## src/rtl/passcode_fsm.sv

```systemverilog
// Passcode lock control: conditions the enter/clear buttons, collects four digits,
// compares them against PASSCODE and holds PASS/FAIL, with a lockout after repeated failures.
module passcode_fsm #(
   parameter logic [15:0] PASSCODE        = 16'h1234,
   parameter logic [19:0] DEBOUNCE_CYCLES = 20'd1_000_000,
   parameter logic [27:0] HOLD_CYCLES     = 28'd200_000_000,
   parameter logic [1:0]  MAX_FAILS       = 2'd3,
   parameter logic [3:0]  LOCK_MULT       = 4'd4
) (
   input  logic       clk,
   input  logic       rst_n,
   input  logic [3:0] digit,
   input  logic       enter,
   input  logic       clear,
   output logic [2:0] state,
   output logic       correct,
   output logic       show,
   output logic [1:0] fails
);

   typedef enum logic [2:0] {
      E0   = 3'b000,
      E1   = 3'b001,
      E2   = 3'b010,
      E3   = 3'b100,
      PASS = 3'b011,
      FAIL = 3'b111
   } state_t;

   // 32 bits covers LOCK_MULT (4b) times HOLD_CYCLES (28b) without overflow
   localparam logic [31:0] HOLD_LEN = {4'd0, HOLD_CYCLES};
   localparam logic [31:0] LOCK_LEN = {28'd0, LOCK_MULT} * HOLD_LEN;

   state_t      state_q, state_d;
   logic        enter_s1_q, enter_s1_d, enter_s2_q, enter_s2_d;
   logic        clear_s1_q, clear_s1_d, clear_s2_q, clear_s2_d;
   logic        enter_lvl_q, enter_lvl_d;
   logic [19:0] db_cnt_q, db_cnt_d;
   logic        press_q, press_d;
   logic [3:0]  digit_q, digit_d;
   logic        mismatch_q, mismatch_d;
   logic [31:0] hold_q, hold_d;
   logic [31:0] hold_limit;
   logic [1:0]  fails_q, fails_d;
   logic        correct_q, correct_d;
   logic        show_q, show_d;
   logic        digit_ok;

   function automatic logic [3:0] code_nibble(input state_t s);
      case (s)
         E0:      code_nibble = PASSCODE[15:12];
         E1:      code_nibble = PASSCODE[11:8];
         E2:      code_nibble = PASSCODE[7:4];
         default: code_nibble = PASSCODE[3:0];
      endcase
   endfunction

   function automatic logic [1:0] fails_inc(input logic [1:0] f);
      fails_inc = (f >= MAX_FAILS) ? MAX_FAILS : f + 2'd1;
   endfunction

   // Input conditioning: synchronisers, then debounce of enter into a press pulse
   always_comb begin
      enter_s1_d  = enter;
      enter_s2_d  = enter_s1_q;
      clear_s1_d  = clear;
      clear_s2_d  = clear_s1_q;
      digit_d     = digit;
      enter_lvl_d = enter_lvl_q;
      db_cnt_d    = '0;
      press_d     = 1'b0;
      if (enter_s2_q != enter_lvl_q) begin
         if (db_cnt_q == DEBOUNCE_CYCLES - 20'd1) begin
            enter_lvl_d = enter_s2_q;
            press_d     = enter_s2_q;
         end else begin
            db_cnt_d = db_cnt_q + 20'd1;
         end
      end
   end

   always_comb begin
      state_d    = state_q;
      mismatch_d = mismatch_q;
      fails_d    = fails_q;
      hold_d     = '0;
      hold_limit = (fails_q == MAX_FAILS) ? LOCK_LEN : HOLD_LEN;
      digit_ok   = (digit_q == code_nibble(state_q));
      case (state_q)
         E0: begin
            if (press_q) begin
               mismatch_d = mismatch_q | ~digit_ok;
               state_d    = E1;
            end
         end
         E1, E2: begin
            if (clear_s2_q) begin
               state_d    = E0;
               mismatch_d = 1'b0;
            end else if (press_q) begin
               mismatch_d = mismatch_q | ~digit_ok;
               state_d    = (state_q == E1) ? E2 : E3;
            end
         end
         E3: begin
            if (clear_s2_q) begin
               state_d    = E0;
               mismatch_d = 1'b0;
            end else if (press_q) begin
               mismatch_d = 1'b0;
               if (!mismatch_q && digit_ok) begin
                  state_d = PASS;
                  fails_d = 2'd0;
               end else begin
                  state_d = FAIL;
                  fails_d = fails_inc(fails_q);
               end
            end
         end
         PASS: begin
            hold_d = hold_q + 32'd1;
            if (hold_q == HOLD_LEN - 32'd1) begin
               state_d = E0;
            end
         end
         FAIL: begin
            hold_d = hold_q + 32'd1;
            if (hold_q == hold_limit - 32'd1) begin
               state_d = E0;
               // leaving a lockout forgives the failure history
               if (fails_q == MAX_FAILS) begin
                  fails_d = 2'd0;
               end
            end
         end
         default: state_d = E0;
      endcase
      correct_d = (state_d == PASS);
      show_d    = (state_d != E0);
   end

   always_ff @(posedge clk or negedge rst_n) begin
      if (!rst_n) begin
         state_q     <= E0;
         enter_s1_q  <= 1'b0;
         enter_s2_q  <= 1'b0;
         clear_s1_q  <= 1'b0;
         clear_s2_q  <= 1'b0;
         enter_lvl_q <= 1'b0;
         db_cnt_q    <= '0;
         press_q     <= 1'b0;
         digit_q     <= '0;
         mismatch_q  <= 1'b0;
         hold_q      <= '0;
         fails_q     <= '0;
         correct_q   <= 1'b0;
         show_q      <= 1'b0;
      end else begin
         state_q     <= state_d;
         enter_s1_q  <= enter_s1_d;
         enter_s2_q  <= enter_s2_d;
         clear_s1_q  <= clear_s1_d;
         clear_s2_q  <= clear_s2_d;
         enter_lvl_q <= enter_lvl_d;
         db_cnt_q    <= db_cnt_d;
         press_q     <= press_d;
         digit_q     <= digit_d;
         mismatch_q  <= mismatch_d;
         hold_q      <= hold_d;
         fails_q     <= fails_d;
         correct_q   <= correct_d;
         show_q      <= show_d;
      end
   end

   assign state   = state_q;
   assign correct = correct_q;
   assign show    = show_q;
   assign fails   = fails_q;

endmodule

```

## config.mk

```make
export PLATFORM = sky130hd
export DESIGN_NAME = passcode_fsm
export DESIGN_NICKNAME = d
export VERILOG_FILES = /design/src/rtl/passcode_fsm.sv
export SDC_FILE = /design/constraint.sdc
export NUM_CORES = 1
export LEC_CHECK = 0
export ABC_AREA = 1
export CORE_MARGIN = 2
export CORE_UTILIZATION = 38
export CTS_BUF_LIST = sky130_fd_sc_hd__clkbuf_4
export CTS_CLUSTER_DIAMETER = 60
export CTS_CLUSTER_SIZE = 20
export DETAILED_ROUTE_END_ITERATION = 10
export GPL_ROUTABILITY_DRIVEN = 0
export SLEW_MARGIN = 20
export SYNTH_ARGS = -nofsm -noshare
export SYNTH_HDL_FRONTEND = slang
export SYNTH_SLANG_ARGS = --single-unit
```

## constraint.sdc

```tcl
create_clock -name clk -period 2.05 [get_ports clk]
set_clock_uncertainty 0.1 [all_clocks]
set_input_delay 0.3075 -clock clk [delete_from_list [all_inputs] [get_ports clk]]
set_output_delay 0.3075 -clock clk [all_outputs]
set_load 0.03 [all_outputs]
```

==> Slide: Implementation Results, run 1 <==
Key Metrics from the Run

Status
  – Status: complete, no violations

Final layout
  – Top flop regs: hold_q (32), db_cnt_q (20), digit_q (4)
  – Max FFs per register: 32
  – Final Non-Filler Cells: 665
  – Antenna fix cells: 0
  – Largest Register: hold_q
  – Post-route cell area: about 4400 µm²
  – Filler cell count: 1,031
  – Share of cells above drive strength 1: 12.6%
  – Util after Layout: roughly 44%
  – Top Layout Cells: 101 x nand2_1, 85 x nor2_1, 70 x dfrtp_1
  – Most numerous logic cell after layout: nand2_1
  – Nets: around 540

GRT
  – Global-route usage over all layers: 17.0%
  – Grt met3 use: roughly 4.7%
  – GR Overflow Total: 0
  – Largest net degree at the start of global routing: ~71
  – GRT busiest layer: met2
  – Met2 Use GR: about a quarter
  – Vias in the first global route: about 3,200
  – First-pass GRT wire length: between 15,000 and 20,000 µm

Drt
  – Initial drt markers: 158
  – Total number of vias: about 3,200
  – Initial DRT Pass Iterations: 5
  – DR DRC count: 0
  – Vias per inst: roughly 4.9
  – Final ANT Viol Nets: 0
  – Wire length on met1: about 4200 µm

Floorplanning
  – FP Rows: 36
  – Die Span Y: about 100 µm
  – Init Core Util: about 40%
  – Core area: roughly 10000 µm²
  – Chip Area: approximately 11,000 µm²
  – DIE WIDTH: 105 µm

Worst setup path
  – Req. time, crit path: 1.64 ns
  – Crit path to: fails[0]
  – WS Path Type: flip-flop to output pin
  – Crit-path max cell delay: about 0.7 ns
  – Reg2reg path depth: 10
  – CP max FO: 6
  – Critical path, cell by cell: clkdlybuf4s50_1
  – Crit path launch type: flip-flop
  – Buf/Inv on CP: 1
  – Top delay family on crit path: buffers and inverters
  – Reg2reg end: db_cnt_q[14]$_DFF_PN0_
  – CP Depth: 1
  – CP Capture Type: output pin
  – Reg2Reg Setup Slack: about 0.22 ns
  – Critical path's slowest cell: clkdlybuf4s50_1
  – Critical Path Source: fails[0]$_DFFE_PN0P_

Final timing
  – Max_slew headroom: 65.7%
  – Post-route setup TNS: 0 ns
  – Final min period: 1.99 ns
  – Slew @ Worst Pin: around 0.5 ns
  – RSZ-0062 raised after global routing: no
  – Max Freq: slightly above 500 MHz
  – Post-route clock period utilization: about 97%
  – Smallest hold slack: ~0.20 ns
  – Fin. Hold Viols: 0

Logic synthesis
  – Post-Syn Nets: 509
  – Syn avg cell area: between 7 and 8 µm²
  – Synth flops: ~70
  – Post-synth top area cell: dfrtp_1
  – Synth logic family: simple AND/OR/NAND/NOR gates
  – Yosys cell types: 31
  – Post-Synth Adder-Cell Area: less than 1%
  – Synth Seq Share: between 40 and 50%
  – Cell Area, Synth: slightly below 4000 µm²
  – Post-synthesis compound-gate area fraction: just under 7%
  – And+or+nand+nor area frac: a little over a third
  – Yosys Chip Area: just under 4000 µm²
  – Largest type area fraction: ~45%

Pwr
  – PwrDens: ~540 nW/µm²
  – Total power: between 2 and 2.5 mW
  – Worst vdd ir: roughly 0.00032 V
  – Leak pwr: approximately 1.9 nW

Min path
  – Hold crit path type: input pin to flip-flop
  – Hold path cells: 1
  – Hold Startpoint: digit[3]

Clock network
  – Max Buffers Root-to-Sink: 2
  – Late-Pin Clk Latency: between 0.4 and 0.5 ns
  – Root buf cell: clkbuf_4
  – CTS tree: built
  – H-tree Lvls: 3

Placed design
  – DPL Wire Length: about 6300 µm
  – Placement Cell Area: ~4200 µm²
  – Dpl ws: between 0.2 and 0.25 ns

Flow run
  – Tool warnings: 26
run 1: synth_stat cells:
| library cell | n |
|---|---|
| o211ai_1 | 1 |
| or2_2 | 1 |
| nand2_4 | 1 |
| nand3_2 | 11 |
| nand2_1 | 101 |
| o21ai_1 | 3 |
| nor2_2 | 7 |
| nor3b_2 | 1 |
| nor2_4 | 5 |
| o21a_1 | 4 |
| buf_2 | 1 |
| a21oi_1 | 22 |
| nor3b_1 | 3 |
| and3_1 | 1 |
| nand4_1 | 10 |
| buf_1 | 1 |
| clkbuf_2 | 1 |
| nand3b_1 | 3 |
| nand2_2 | 7 |
| xor2_1 | 19 |
| inv_1 | 61 |
| inv_2 | 6 |
| ha_1 | 2 |
| xnor2_1 | 2 |
| nand3_1 | 19 |
| nor3_2 | 5 |
| nor2_1 | 85 |
| nor3_1 | 26 |
| a31oi_1 | 2 |
| dfrtp_1 | 70 |
| o21ai_0 | 18 |
run 1: what timing repair did:
item / CTS / global route
gates cloned: 0 / 0
pin swaps: 0 / 0
setup buffers: 0 / 0
endpoints found under the setup margin: 1 / 3
resized: 1 / 3
hold buffers: 1 / 0
hold endpoints to repair: 70 / 0
run 1: cell type report:
type                       instances  area (µm²)  area share (%)
inverter                          67         251            5.78
tap                              133         166            3.82
timing repair buffer              20         199            4.57
clock buffer                      12        90.1            2.07
multi-input combinational        359        1850            42.4
sequential                        70        1750            40.2
clock inverter                     4        47.5            1.09
run 1: report_power, final:
| group | switching, mW | total, mW | leakage, nW | internal, mW |
|---|---|---|---|---|
| clock network | 0.493 | 0.902 | 0.0773 | 0.409 |
| logic | 0.0432 | 0.0672 | 0.820 | 0.0241 |
| registers | 0.00768 | 1.40 | 0.957 | 1.39 |
| total | 0.544 | 2.37 | 1.85 | 1.83 |
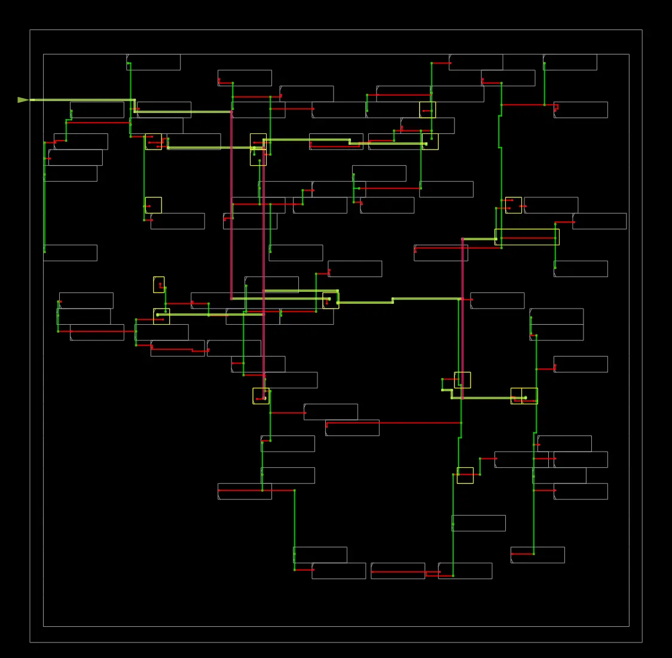
*The clock network, run 1*
clock buffer count from CTS: 9
CTS sink cnt: 70
clock buffer count: 12

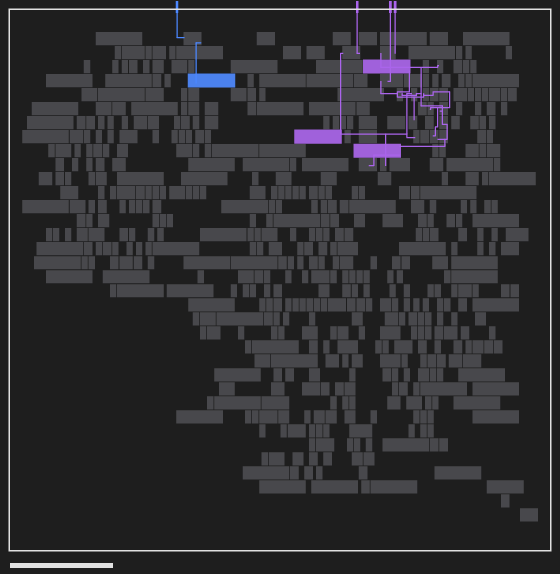
*I/O nets highlighted, run 1*
Scale bar: 20 µm.
Key: purple = state [bits 3, direction output, end cells 3, buffers 3, wire 177 µm]; blue = enter [bits 1, direction input, end cells 1, buffers 1, wire 15.1 µm]
Top-Level Pins: 15
I/O Buffers: 14

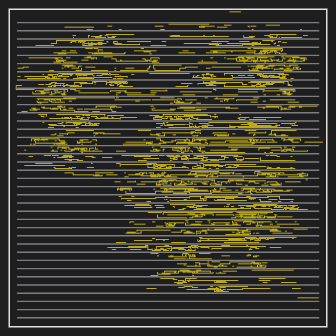
*The metal 1 layer, run 1*
Supply wires on this layer in grey.
512 nets have wire on it. The longest straight run is 23.0 µm. The layer carries 4,180 µm of wire. The layer holds 49% of the routed length. The wires run mostly horizontal.
M1 GR Usage: 23.1%
routed wire length: 8450 µm

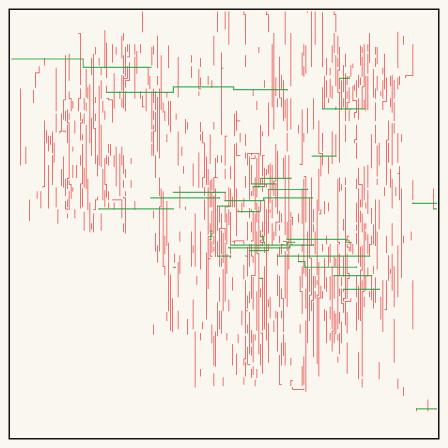
*Signal wires by layer, run 1*
Two of the layers only.
Key: green = metal 3 [wire length 339 µm]; red = metal 2 [wire length 3,810 µm]

### Layout detail, run 1

Scale bar: 10 µm. Window x 37 to 67, y 37 to 67 µm. Cells in grey, sequential cells in the stronger grey; small squares are vias.
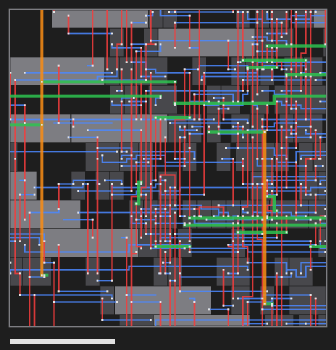

--- run 2 (diff from run 1) ---
--- a/config.mk
+++ b/config.mk
@@ -8,7 +8,7 @@
 export ABC_AREA = 1
 export CORE_MARGIN = 2
 export CORE_UTILIZATION = 38
-export CTS_BUF_LIST = sky130_fd_sc_hd__clkbuf_4
+export CTS_BUF_LIST = sky130_fd_sc_hd__clkbuf_4 sky130_fd_sc_hd__clkbuf_8
 export CTS_CLUSTER_DIAMETER = 60
 export CTS_CLUSTER_SIZE = 20
 export DETAILED_ROUTE_END_ITERATION = 10
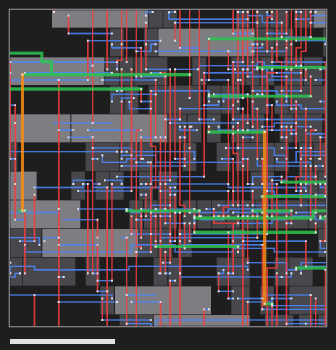
*Layout detail, run 2*
Scale bar: 10 µm. Window x 37 to 67, y 37 to 67 µm. Cells in grey, sequential cells in the stronger grey; small squares are vias.
Key: orange = metal 4; red = metal 2; blue = metal 1; green = metal 3
Sequential cells in the window: 8. 88 logic cells have their middle in the window. Most frequent: nand2_1 (23), nor2_1 (15), inv_1 (12). Netlist names of flops here include hold_q (8).

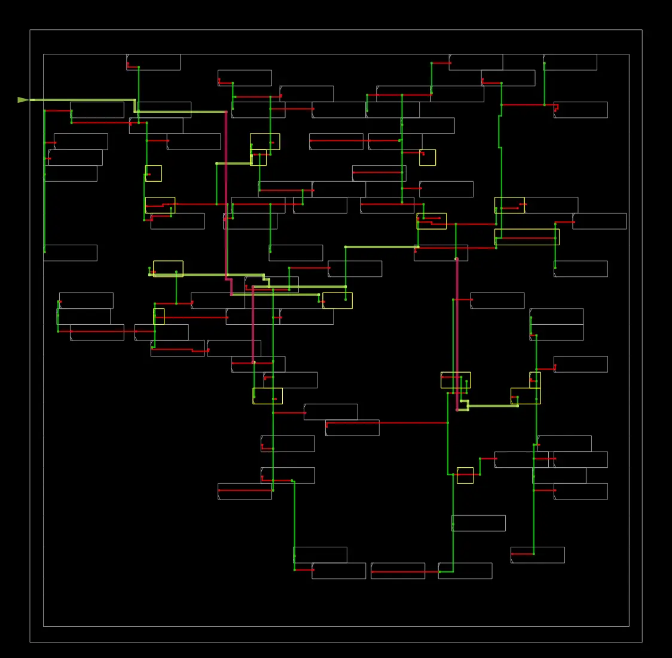
*The clock network, run 2*
Late-Pin Clk Latency: 0.35 ns
Clk power: 1.11 mW
Seq cells: 70

==> run 2 against run 1 <==
Effect of this change:
- global-route usage is 0.16 points lower
- utilization is 0.51 points higher
- die size stayed put
- area after synthesis stayed put
- clock-buffer cell count unchanged
- first-iteration DRC count rose by 1.9%
- critical path depth did not move
- synthesized cell count is the same
- hold slack gained 0.046 ns
- setup slack better by 0.020 ns
- via count is 0.77% higher
- register-to-register slack hardly changed
- critical endpoint is now state[0]
- largest power group unchanged
==> Slide: Implementation Results, run 2 <==
Key Metrics from the Run

Final layout
  – Filler cell count: between 1,000 and 1,500
  – Util after Layout: between 40% and 50%
  – Share of cells above drive strength 1: approximately an eighth
  – Final Non-Filler Cells: around 670
  – Largest Register: hold_q
  – Top flop regs: hold_q (32), db_cnt_q (20), digit_q (4)
  – Max FFs per register: 32

Clock network
  – Hold Buf Count CTS: 1
  – Post-CTS Setup Inserts: 0
  – Max Buffers Root-to-Sink: 2
  – CTS sink cnt: 70
  – Clock buffer count from CTS: 9
  – Root buf cell: clkbuf_8

GRT
  – Global-route usage over all layers: about 17%
  – M1 GR Usage: between 20% and 30%
  – Vias in the first global route: around 3,200
  – GRT busiest layer: met2
  – Met2 Use GR: between 20% and 30%
  – Grt met3 use: 3.62%
  – Largest net degree at the start of global routing: 71

Drt
  – DR DRC count: 0
  – Routed wire length: about 8500 µm
  – Total number of vias: around 3,300

Logic synthesis
  – Async S/R FF share, synth: 100%
  – Largest type area fraction: between 40 and 50%
  – Synth flops: roughly 70
  – Post-synth top area cell: dfrtp_1
  – Post-Syn Nets: roughly 500
  – Top_reg_cell synth: dfrtp_1
  – Yosys Chip Area: around 3900 µm²
  – Synth Seq Share: between 40% and 50%
  – Most frequent cells after synthesis: 101 x nand2_1, 85 x nor2_1, 70 x dfrtp_1

Floorplanning
  – DIE WIDTH: between 100 and 150 µm
  – Chip Area: between 10,000 and 15,000 µm²

Worst setup path
  – WS Path Type: flip-flop to output pin
  – Req. time, crit path: ~1.6 ns
  – Critical path, cell by cell: clkdlybuf4s50_1
  – Crit path launch type: flip-flop
  – CP Capture Type: output pin

Final timing
  – Max Freq: 508 MHz
  – RSZ-0062 raised after global routing: no
  – Post-route clock period utilization: between 90% and 100%

Flow run
  – Tool warnings: 26

Status
  – Status: complete, no violations

Min path
  – Hold Startpoint: clear_s1_q$_DFF_PN0_

Pwr
  – Switch share: around 22%
  – Leak pwr: ~1.8 nW
  – Seq pwr share: 54.3%
## run 2: cell types whose count changed in the layout (fill, tap and decap cells not counted), sizes merged
cell / delta
dlymetal6s2s: -2
clkdlybuf4s50: +3
dlygate4sd2: -1
## run 2: cell families (layout without fill, tap and decap cells)
kind of cell,count (synthesis),after routing,share of synthesized area (%)
simple gates,286,286,35.5
flops,70,70,45.4
buf+inv,70,103,6.87
compound gates,50,50,6.87
xor+xnor,21,21,4.76
fa+ha+maj,2,2,0.648
## run 2: through the flow
stage | hold slack (ns) | cell area [µm²]
final | 0.245 | 4400
after global routing | 0.259 | 4400
after CTS | 0.249 | 4400
after detailed placement | 0.235 | 4200
after global placement | 0.233 | 4200
after floorplan | -0.0881 | 3860
## run 2: area by class of cell
| type | count | area, µm² | area share, % |
|---|---|---|---|
| multi-input combinational | 359 | 1850 | 41.9 |
| sequential | 70 | 1750 | 39.8 |
| inverter | 67 | 251 | 5.71 |
| timing repair buffer | 20 | 195 | 4.43 |
| tap | 133 | 166 | 3.78 |
| clock buffer | 12 | 146 | 3.32 |
| clock inverter | 4 | 47.5 | 1.08 |
## run 2: metal layers
metal | part of all wire, % | vias up
met1 | 49 | 1549
li1 | - | 1645
met3 | 3.8 | 8
met4 | 1.0 | 0
met2 | 46 | 57
met5 | 0 | -
## run 2: how the worst max path moves through the flow
stage	startpoint	endpoint	slack (ns)	cells after the start
global route	state[0]$_DFF_PN0_	state[0]	0.006	1
floorplan	state[2]$_DFF_PN0_	fails[0]$_DFFE_PN0P_	0.40	9
detailed placement	db_cnt_q[0]$_DFF_PN0_	db_cnt_q[16]$_DFF_PN0_	0.23	10
CTS	state[0]$_DFF_PN0_	state[0]	0.07	1
global placement	hold_q[0]$_DFF_PN0_	show$_DFF_PN0_	0.28	10
finish	state[0]$_DFF_PN0_	state[0]	0.08	1
No activity file was given, so power comes from the tool's default toggle rates.
